**Run 1: placed cells, one colour a class**

The bar under the picture is 20 µm long.
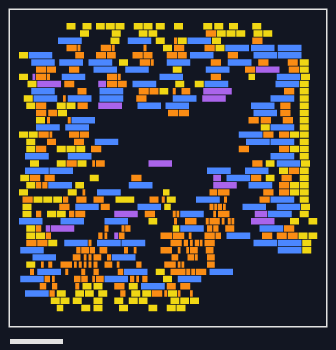
**Run 1: gate families picked out**

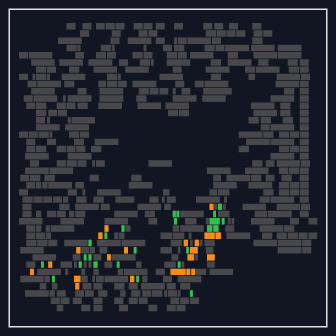
**Run 1: met2 routing**

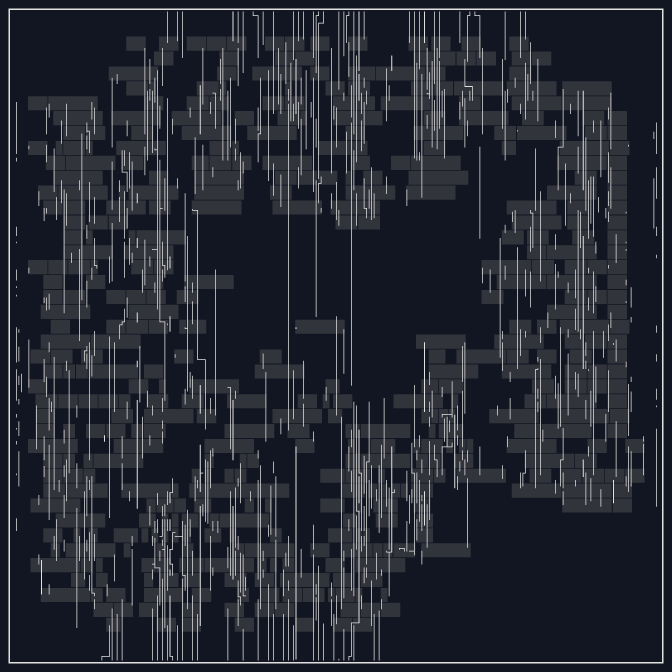
<file path="config.mk">
export PLATFORM = sky130hd
export DESIGN_NAME = sram_mem_controller_flat
export DESIGN_NICKNAME = d
export VERILOG_FILES = /design/src/rtl/sram_mem_controller_pkg.sv /design/src/rtl/sram_mem_controller_if.sv /design/src/rtl/sram_mem_controller_wait_counter.sv /design/src/rtl/sram_mem_controller.sv /design/src/flat_wrapper.sv
export SDC_FILE = /design/constraint.sdc
export NUM_CORES = 1
export LEC_CHECK = 0
export CAP_MARGIN = 20
export CORE_MARGIN = 3
export CORE_UTILIZATION = 31
export CTS_CLUSTER_DIAMETER = 80
export DETAILED_ROUTE_END_ITERATION = 8
export MAX_ROUTING_LAYER = met4
export PLACE_DENSITY_LB_ADDON = 0.25
export SLEW_MARGIN = 5
export SYNTH_ARGS = -nofsm -noshare
export SYNTH_HDL_FRONTEND = slang
export SYNTH_SLANG_ARGS = --single-unit
</file>
<file path="constraint.sdc">
create_clock -name clk -period 4.3 [get_ports clk]
set_clock_uncertainty 0.15 [all_clocks]
set_input_delay 0.86 -clock clk [delete_from_list [all_inputs] [get_ports clk]]
set_output_delay 0.86 -clock clk [all_outputs]
set_load 0.02 [all_outputs]
</file>
<file path="src/rtl/sram_mem_controller_pkg.sv">
// Shared types and constants for the MEM-stage SRAM sequencer.
package sram_mem_controller_pkg;

  localparam int SRAM_DATA_W    = 16;
  localparam int DATA_BASE_DFLT = 1024;

  typedef enum logic [1:0] {
    ST_IDLE = 2'd0,
    ST_LOW  = 2'd1,
    ST_HIGH = 2'd2,
    ST_DONE = 2'd3
  } state_t;

  function automatic int cnt_width(input int n);
    return (n > 1) ? $clog2(n) : 1;
  endfunction

endpackage

</file>
<file path="src/rtl/sram_mem_controller_if.sv">
// Pipeline-side request/response and SRAM pin bundle for the MEM-stage sequencer.
interface sram_mem_controller_if #(
    parameter int SRAM_ADDR_W = 18
);
    import sram_mem_controller_pkg::*;

    logic                   mem_read;
    logic                   mem_write;
    logic [31:0]            address;
    logic [31:0]            wdata;
    logic [31:0]            rdata;
    logic                   ready;
    logic [SRAM_ADDR_W-1:0] sram_addr;
    logic [SRAM_DATA_W-1:0] sram_dq_out;
    logic [SRAM_DATA_W-1:0] sram_dq_in;
    logic                   sram_dq_oe;
    logic                   sram_we_n;

    modport slave (
        input  mem_read, mem_write, address, wdata, sram_dq_in,
        output rdata, ready, sram_addr, sram_dq_out, sram_dq_oe, sram_we_n
    );

    modport master (
        output mem_read, mem_write, address, wdata, sram_dq_in,
        input  rdata, ready, sram_addr, sram_dq_out, sram_dq_oe, sram_we_n
    );
endinterface

</file>
<file path="src/rtl/sram_mem_controller_wait_counter.sv">
// Phase wait counter: synchronous clear, counts while enabled, flags the last
// phase cycle (count == WAIT_CYCLES-1) and saturates there.
module sram_wait_counter
    import sram_mem_controller_pkg::*;
#(
    parameter int WAIT_CYCLES = 5
) (
    input  logic clk,
    input  logic rst_n,
    input  logic i_clr,
    input  logic i_en,
    output logic o_tc
);
    localparam int CW = cnt_width(WAIT_CYCLES);
    localparam logic [CW-1:0] LAST = CW'(WAIT_CYCLES - 1);

    logic [CW-1:0] r_cnt;

    always_ff @(posedge clk or negedge rst_n) begin
        if (!rst_n)
            r_cnt <= '0;
        else if (i_clr)
            r_cnt <= '0;
        else if (i_en && (r_cnt != LAST))
            r_cnt <= r_cnt + 1'b1;
    end

    assign o_tc = (r_cnt == LAST);
endmodule

</file>
<file path="src/rtl/sram_mem_controller.sv">
// MEM-stage sequencer: splits a 32-bit LDR/STR into two timed 16-bit SRAM
// half-accesses and holds ready low (pipeline freeze) until the access is done.
module sram_mem_controller
    import sram_mem_controller_pkg::*;
#(
    parameter int DATA_BASE   = DATA_BASE_DFLT,
    parameter int WAIT_CYCLES = 5,
    parameter int SRAM_ADDR_W = 18
) (
    input  logic           clk,
    input  logic           rst_n,
    sram_mem_controller_if.slave bus
);
    state_t                 r_state, w_next;
    logic                   r_is_write;
    logic [SRAM_ADDR_W-2:0] r_word;
    logic [31:0]            r_wdata;
    logic [31:0]            r_rdata;

    logic                   w_req, w_tc, w_clr, w_in_phase, w_unused;
    logic [31:0]            w_diff;
    logic [SRAM_ADDR_W-1:0] w_sram_addr;
    logic [SRAM_DATA_W-1:0] w_dq_out;
    logic                   w_oe, w_we_n;

    assign w_req  = bus.mem_read | bus.mem_write;
    assign w_diff = bus.address - 32'(DATA_BASE);
    // Byte offset bits and the part of the word index beyond the SRAM are dropped.
    assign w_unused = ^{w_diff[31:SRAM_ADDR_W+1], w_diff[1:0]};

    always_ff @(posedge clk or negedge rst_n) begin
        if (!rst_n) r_state <= ST_IDLE;
        else        r_state <= w_next;
    end

    always_comb begin
        w_next = r_state;
        case (r_state)
            ST_IDLE: if (w_req) w_next = ST_LOW;
            ST_LOW:  if (w_tc)  w_next = ST_HIGH;
            ST_HIGH: if (w_tc)  w_next = ST_DONE;
            ST_DONE: w_next = ST_IDLE;
            default: w_next = ST_IDLE;
        endcase
    end

    assign w_in_phase = (r_state == ST_LOW) || (r_state == ST_HIGH);
    // Held clear outside the phases so every phase starts counting from zero.
    assign w_clr = !w_in_phase || (w_next != r_state);

    sram_wait_counter #(.WAIT_CYCLES(WAIT_CYCLES)) u_wait (
        .clk   (clk),
        .rst_n (rst_n),
        .i_clr (w_clr),
        .i_en  (w_in_phase),
        .o_tc  (w_tc)
    );

    always_ff @(posedge clk or negedge rst_n) begin
        if (!rst_n) begin
            r_is_write <= 1'b0;
            r_word     <= '0;
            r_wdata    <= '0;
        end else if (r_state == ST_IDLE && w_req) begin
            r_is_write <= bus.mem_write;
            r_word     <= w_diff[SRAM_ADDR_W:2];
            r_wdata    <= bus.wdata;
        end
    end

    always_ff @(posedge clk or negedge rst_n) begin
        if (!rst_n) begin
            r_rdata <= '0;
        end else if (!r_is_write && w_tc) begin
            if (r_state == ST_LOW)  r_rdata[15:0]  <= bus.sram_dq_in;
            if (r_state == ST_HIGH) r_rdata[31:16] <= bus.sram_dq_in;
        end
    end

    // Bus is decoded from registered state only; we_n rises on the last
    // phase cycle so the SRAM latches while address and data stay stable.
    always_comb begin
        w_sram_addr = '0;
        w_dq_out    = '0;
        w_oe        = 1'b0;
        w_we_n      = 1'b1;
        if (w_in_phase) begin
            w_sram_addr = {r_word, (r_state == ST_HIGH)};
            if (r_is_write) begin
                w_oe     = 1'b1;
                w_dq_out = (r_state == ST_HIGH) ? r_wdata[31:16] : r_wdata[15:0];
                w_we_n   = w_tc;
            end
        end
    end

    assign bus.sram_addr   = w_sram_addr;
    assign bus.sram_dq_out = w_dq_out;
    assign bus.sram_dq_oe  = w_oe;
    assign bus.sram_we_n   = w_we_n;
    assign bus.rdata       = r_rdata;
    assign bus.ready       = ((r_state == ST_IDLE) && !w_req) || (r_state == ST_DONE);
endmodule

</file>
<file path="src/flat_wrapper.sv">
// flat-port wrapper written by rule: the top's interface ports become plain ports
module sram_mem_controller_flat import sram_mem_controller_pkg::*;
#(
    parameter int DATA_BASE   = DATA_BASE_DFLT,
    parameter int WAIT_CYCLES = 5,
    parameter int SRAM_ADDR_W = 18
)
  (clk, rst_n, bus_mem_read, bus_mem_write, bus_address, bus_wdata, bus_sram_dq_in, bus_rdata, bus_ready, bus_sram_addr, bus_sram_dq_out, bus_sram_dq_oe, bus_sram_we_n);
  sram_mem_controller_if #(.SRAM_ADDR_W(SRAM_ADDR_W)) bus_i ();
  input  logic clk;
  input  logic rst_n;
  input wire logic [$bits(bus_i.mem_read)-1:0] bus_mem_read;
  input wire logic [$bits(bus_i.mem_write)-1:0] bus_mem_write;
  input wire logic [$bits(bus_i.address)-1:0] bus_address;
  input wire logic [$bits(bus_i.wdata)-1:0] bus_wdata;
  input wire logic [$bits(bus_i.sram_dq_in)-1:0] bus_sram_dq_in;
  output wire logic [$bits(bus_i.rdata)-1:0] bus_rdata;
  output wire logic [$bits(bus_i.ready)-1:0] bus_ready;
  output wire logic [$bits(bus_i.sram_addr)-1:0] bus_sram_addr;
  output wire logic [$bits(bus_i.sram_dq_out)-1:0] bus_sram_dq_out;
  output wire logic [$bits(bus_i.sram_dq_oe)-1:0] bus_sram_dq_oe;
  output wire logic [$bits(bus_i.sram_we_n)-1:0] bus_sram_we_n;
  assign bus_i.mem_read = bus_mem_read;
  assign bus_i.mem_write = bus_mem_write;
  assign bus_i.address = bus_address;
  assign bus_i.wdata = bus_wdata;
  assign bus_i.sram_dq_in = bus_sram_dq_in;
  assign bus_rdata = bus_i.rdata;
  assign bus_ready = bus_i.ready;
  assign bus_sram_addr = bus_i.sram_addr;
  assign bus_sram_dq_out = bus_i.sram_dq_out;
  assign bus_sram_dq_oe = bus_i.sram_dq_oe;
  assign bus_sram_we_n = bus_i.sram_we_n;
  sram_mem_controller #(.DATA_BASE(DATA_BASE), .WAIT_CYCLES(WAIT_CYCLES), .SRAM_ADDR_W(SRAM_ADDR_W)) u_core (.clk(clk), .rst_n(rst_n), .bus(bus_i));
endmodule
</file>
==> CHANGELOG.md, run 1 <==
### Physical design

* Synth warnings at 0
* Sequential Power Share at 0.335
* Grt ovf at 0
* WS Path Type: reg2out
* H-tree levels at 3
* Met1 WL at 3820 µm
* Tcrit/Tclk final at 0.833
* Tool Warnings at 47
* Gate power share at 0.475
* Setup WS post-layout at 0.718 ns
* CP Launch Type: flip-flop
* Cells on worst reg2reg path at 6
* Top cell family by delay on the critical path: buffers and inverters
* DP Worst Slack at around 0.97 ns
* Crit path max fanout at 15
* Clk slew on worst S/H paths at 0.06 ns
* Grt met2 use at 0.220
* WP data required at between 3 and 4 ns
* Fin. Hold Viols at 0
* Layout cells sized above 1 at 0.224
* Area of the core at 12300 µm²
* Arr. time, crit path at 2.57 ns
* Cells after DPL at a little over 600
* Pwr per Cell Area at between 700 and 800 nW/µm²
* Hold path endpoint: u_core.r_word[11]$_DFFE_PN0P_
* DR DRC count at 0
* PortBufs at between 100 and 150
* M3 GR Usage at 0.0546
* M1 GR Usage at 0.148
* Global-route wire length before repair at approximately 15000 µm
* Syn_nets at around 400
* Post-CTS sizing at 0
* Multi-input gate area at ~1700 µm²
* Synth Instances at 311
* Status: complete, no violations
* HPWL reported at the end of detailed placement at 6330 µm
* CTS max path bufs at 2
* Crit-path slowest cell: clkdlybuf4s50_1
* Total Wirelength at ~8900 µm
* Worst Path Buf+Inv at 3
* Synth unique cells at 36
* Clk pwr share at 0.190
* Crit path cell chain: inv_1 -> ha_1 -> buf_4 -> mux2i_1 -> nor2_1 -> clkdlybuf4s50_1
* Startpoint of the worst hold path: u_core.r_word[11]$_DFFE_PN0P_
* Worst Hold Depth at 1
* Largest net degree at the start of global routing at 71
* Seq. cell area at 2180 µm²
Notes on 'placed cells, one colour a class' above:
class	colour	cells	share of their area
clock drivers and dummy loads	purple	16	5.4%
all other logic	orange	210	30%
flip-flops	blue	87	39%
other buffers and delay cells	yellow	142	25%

Notes on 'gate families picked out' above:
family	colour	cells	most used
inverting AOI/OAI gates	orange	21	o21ai_0
NAND gates	green	24	nand2_1

Notes on 'met2 routing' above:
share of all routed wire	50%
main direction	vertical

-- run 1: registers in the layout, indices dropped and copies added (netlist names) --
register	cells
u_core.r_is_write	1
u_core.r_state	2
u_core.u_wait.r_cnt	3
u_core.bus.rdata	32
u_core.r_wdata	32
u_core.r_word	17
-- run 1: through the flow --
step | total power, mW | instance area, µm²
global route | 4.37 | 5810
finish | 4.10 | 5810
floorplan | 2.51 | 3960
detailed placement | 3.36 | 5510
global placement | 3.32 | 5510
CTS | 4.17 | 5810
-- run 1: power by group through the flow --
stage / sequential [mW] / clock (mW) / combinational, mW
after floorplan: 1.48 / 0 / 1.02
after global placement: 1.37 / 0 / 1.96
after detailed placement: 1.39 / 0 / 1.98
after CTS: 1.37 / 0.807 / 1.99
after global routing: 1.42 / 0.843 / 2.11
final: 1.37 / 0.778 / 1.95
-- run 1: worst max-delay path by stage --
| stage | startpoint | end | slack, ns | depth (start not counted) |
|---|---|---|---|---|
| after global routing | u_core.r_state[0]$_DFF_PN0_ | bus_sram_dq_out[8] | 0.53 | 6 |
| after CTS | u_core.r_state[0]$_DFF_PN0_ | bus_sram_dq_out[8] | 0.67 | 6 |
| after detailed placement | bus_mem_write | bus_ready | 0.97 | 4 |
| after global placement | bus_mem_write | bus_ready | 0.97 | 4 |
| final | u_core.r_state[0]$_DFF_PN0_ | bus_sram_dq_out[8] | 0.72 | 6 |
| after floorplan | u_core.r_state[0]$_DFF_PN0_ | bus_sram_dq_out[10] | 1.56 | 6 |
-- run 1: worst reg2reg max path, cell delays in order (launching register included) --
cell	delay, ns
dfrtp_1	0.46
inv_1	0.19
ha_1	0.36
or3b_2	0.18
o32ai_1	0.07
or4_4	0.57
nor3_2	0.18
-- run 1: kinds of logic after synthesis --
group                      after synthesis  synth area share
buffers and inverters                   22            0.0303
adders and majority gates                9            0.0284
xor gates and xnor gates                 7            0.0155
DFF                                     87             0.550
AOI/OAI and AO/OA                       24            0.0382
and+or+nand+nor                         74            0.0926
muxes                                   88             0.245
-- run 1: cells in the mapped netlist, drive strengths merged --
master / count / share of area
inv: 8 / 0.0076
mux2: 72 / 0.20
buf: 7 / 0.011
nor4b: 1 / 0.0022
or4: 2 / 0.0047
nor2: 26 / 0.025
nor3: 2 / 0.0038
o41ai: 1 / 0.0022
and2: 17 / 0.027
dfrtp: 87 / 0.55
clkbuf: 7 / 0.012
mux2i: 16 / 0.040
a31oi: 1 / 0.0016
nor4: 1 / 0.0016
or3b: 1 / 0.0022
ha: 9 / 0.028
xnor2: 3 / 0.0066
nand2: 22 / 0.024
a21oi: 4 / 0.0051
a21o: 2 / 0.0038
o32a: 1 / 0.0028
o32ai: 1 / 0.0022
a21boi: 1 / 0.0028
o31ai: 1 / 0.0019
a211oi: 1 / 0.0019
nand3: 2 / 0.0025
o21ai: 11 / 0.014
xor2: 4 / 0.0088
-- run 1: cell type report --
class | count | area share
clock buffer | 11 | 0.0418
clock inverter | 5 | 0.00991
inverter | 8 | 0.00517
multi-input combinational | 202 | 0.288
sequential | 87 | 0.375
tap | 168 | 0.0362
timing repair buffer | 142 | 0.244
**Run 1: clock network drawn from the DEF**

The bar under the picture is 20 µm long.
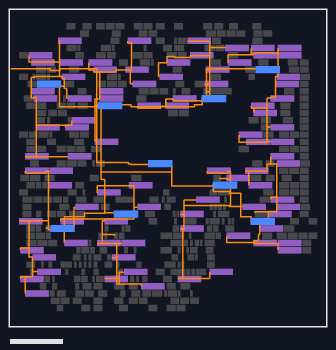

==> run 2, diff against run 1 <==
Clock period 4.3 ns to 3.6 ns, I/O delays scaled along.
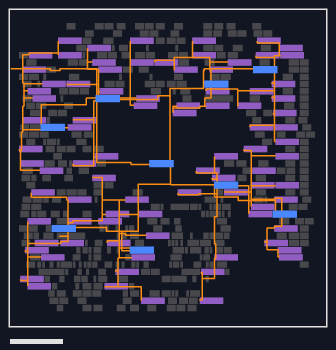
**Above:** run 2 (clock network drawn from the DEF).
The bar under the picture is 20 µm long.
[cells driving clock nets] blue | count: 9
[clock wires] orange | length: 1190 µm
[flip-flops] purple | count: 87
flops lie	all over the die

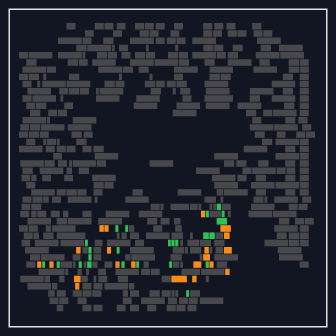
**Above:** run 2 (gate families picked out).
family	colour	cells	most used
NAND gates	green	24	nand2_1
inverting AOI/OAI gates	orange	21	o21ai_0

==> run 2 against run 1 <==
Against the previous run: synthesized cell count stayed put; final cell count unchanged; die size did not move; count of clock-buffer cells in the layout increased by 2; area after synthesis did not move; critical endpoint is now bus_sram_dq_out[4].
==> CHANGELOG.md, run 2 <==
### Physical design

* Status: complete, no violations
* RSZ-0062 raised after global routing: false
* Synth top cells by count: dfrtp_1, mux2_2, nor2_1
* Grt ovf at 0 (unchanged)
* Syn_nets at 404 (unchanged)
* Synth Instances at 311 (unchanged)
* Total track usage at 0.137
* Critical R2R Capture: u_core.u_wait.r_cnt[2]$_DFFE_PN0P_
* Synth warnings at 0 (unchanged)
* Post-CTS sizing at 0 (unchanged)
* Period minus WS final at about 3.3 ns
* Tool Warnings at 47 (unchanged)
* CP Launch Type: flip-flop
* Cells on worst reg2reg path at 6 (unchanged)
* Synth unique cells at 36 (unchanged)
* Arr. time, crit path at 2.44 ns (-0.13 ns)
* Cell area leaders: dfrtp_1, mux2_2, mux2i_1
* DR DRC count at 0 (unchanged)
* Largest area contributor in the netlist: dfrtp_1
* Worst reg2reg setup slack at between 1 and 1.5 ns
* PortBufs at 137 (unchanged)
* Flip-flops with a built-in enable at 0 (unchanged)
* Pwr per Cell Area at 846 nW/µm² (+20%)
* Final net count at about 540
* Die area at roughly 14000 µm²
* Global-route wire length before repair at 15000 µm (+2.5%)
* HPWL reported at the end of detailed placement at 6190 µm (-2.2%)
* Hold Crit Class: in2async
* Total Wirelength at 8920 µm (+0.61%)
* Clk slew on worst S/H paths at 0.06 ns (about the same)
* H-tree levels at 3 (unchanged)
* # IOs at about 150
* Layout cells sized above 1 at 0.218 (-0.00659)
* Count leader, synth: dfrtp_1
* DP Worst Slack at 0.532 ns (-0.437 ns)
* Fin. Hold Viols at 0 (unchanged)
* Area leader share at 0.550 (unchanged)
* WS Path Type: reg2out
* Crit path max fanout at 15 (unchanged)
* Top FF cell, synth: dfrtp_1
* Num CTS Buffers at 9
* Tcrit/Tclk final at 0.920
* Largest net degree at the start of global routing at 88 (+24%)
* Setup WS post-layout at 0.289 ns (-0.429 ns)
* Async SR Flop Fraction at 1.00 (unchanged)
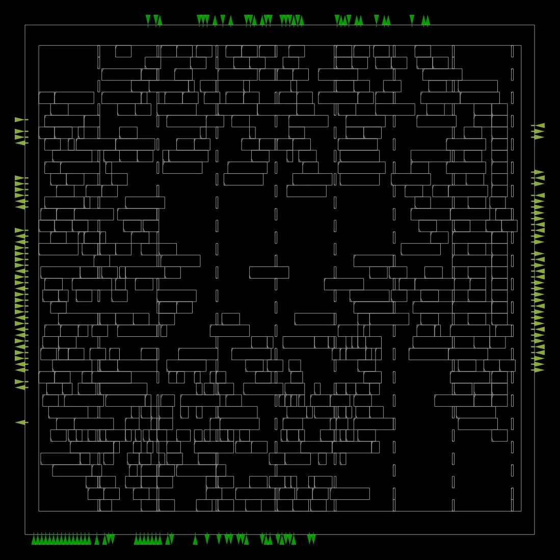
**Above:** run 2 (placement view).
TAP cells: 168
fillers: 1167
Seq/total area: 0.372
area of the core: 12300 µm²

-- run 2: cell types whose count changed in the layout (fill, tap and decap cells not counted), sizes merged --
cell      before  now
clkinvlp       0    1
clkbuf        11   13
clkinv         4    0
bufinv         1    2
-- run 2: worst max path at each step --
stage,cells past startpoint,startpoint,slack (ns),end
final,6,u_core.r_state[0]$_DFF_PN0_,0.29,bus_sram_dq_out[4]
after global routing,6,u_core.r_state[1]$_DFF_PN0_,0.17,bus_sram_dq_out[7]
after CTS,6,u_core.r_state[0]$_DFF_PN0_,0.27,bus_sram_dq_out[4]
after detailed placement,4,bus_mem_write,0.53,bus_ready
after global placement,4,bus_mem_write,0.54,bus_ready
after floorplan,6,u_core.r_state[0]$_DFF_PN0_,1.0,bus_sram_dq_out[10]
-- run 2: through the flow --
stage	area [µm²]	std cells	utilization	total power, mW
floorplan	3960	311	-	3.00
global placement	5520	606	0.450	3.97
detailed placement	5520	606	0.450	4.02
CTS	5820	622	0.475	5.03
global route	5850	623	0.477	5.28
finish	5850	623	0.477	4.95
-- run 2: per-layer routing --
metal / routed length (µm) / vias to the layer above / global-route usage
met5: 0 / - / -
met4: 81 / 0 / 0.0413
met3: 581 / 7 / 0.0556
met2: 4360 / 92 / 0.221
met1: 3900 / 1385 / 0.157
li1: - / 1347 / -
-- run 2: cells by family (layout without fill, tap and decap cells) --
group	Yosys count	count (layout)	share of synthesized area
multiplexers	88	88	0.245
flip-flops	87	87	0.550
AND/OR/NAND/NOR	74	74	0.0926
AND-OR/OR-AND	24	24	0.0382
buffers and inverters	22	166	0.0303
adder cells (fa/ha/maj)	9	9	0.0284
XOR/XNOR	7	7	0.0155
-- run 2: worst max-delay path, stage by stage, from the launching register on --
cell and delay, ns:
dfrtp_1 0.45, inv_1 0.16, ha_1 0.42, buf_12 0.22, mux2i_1 0.09, nor2_1 0.12, clkdlybuf4s50_1 0.62
-- run 2: layout make-up --
cell class              count  area (µm²)  share of cell area
clock buffers              13         240              0.0411
clock inverters             3        67.6              0.0115
inverters                   8        30.0             0.00513
multi-input cells         202        1670               0.286
flip-flops and latches     87        2180               0.372
well taps                 168         210              0.0359
repair buffers            142        1450               0.248
-- run 2: power by group --
part / leakage [nW] / total [mW] / internal, mW / switching (mW)
sequential: 1.03 / 1.63 / 1.42 / 0.213
clock: 0.144 / 0.979 / 0.609 / 0.370
combinational: 1.21 / 2.34 / 1.23 / 1.10
Power figures rest on the tool's default switching activity, not on a simulated workload.
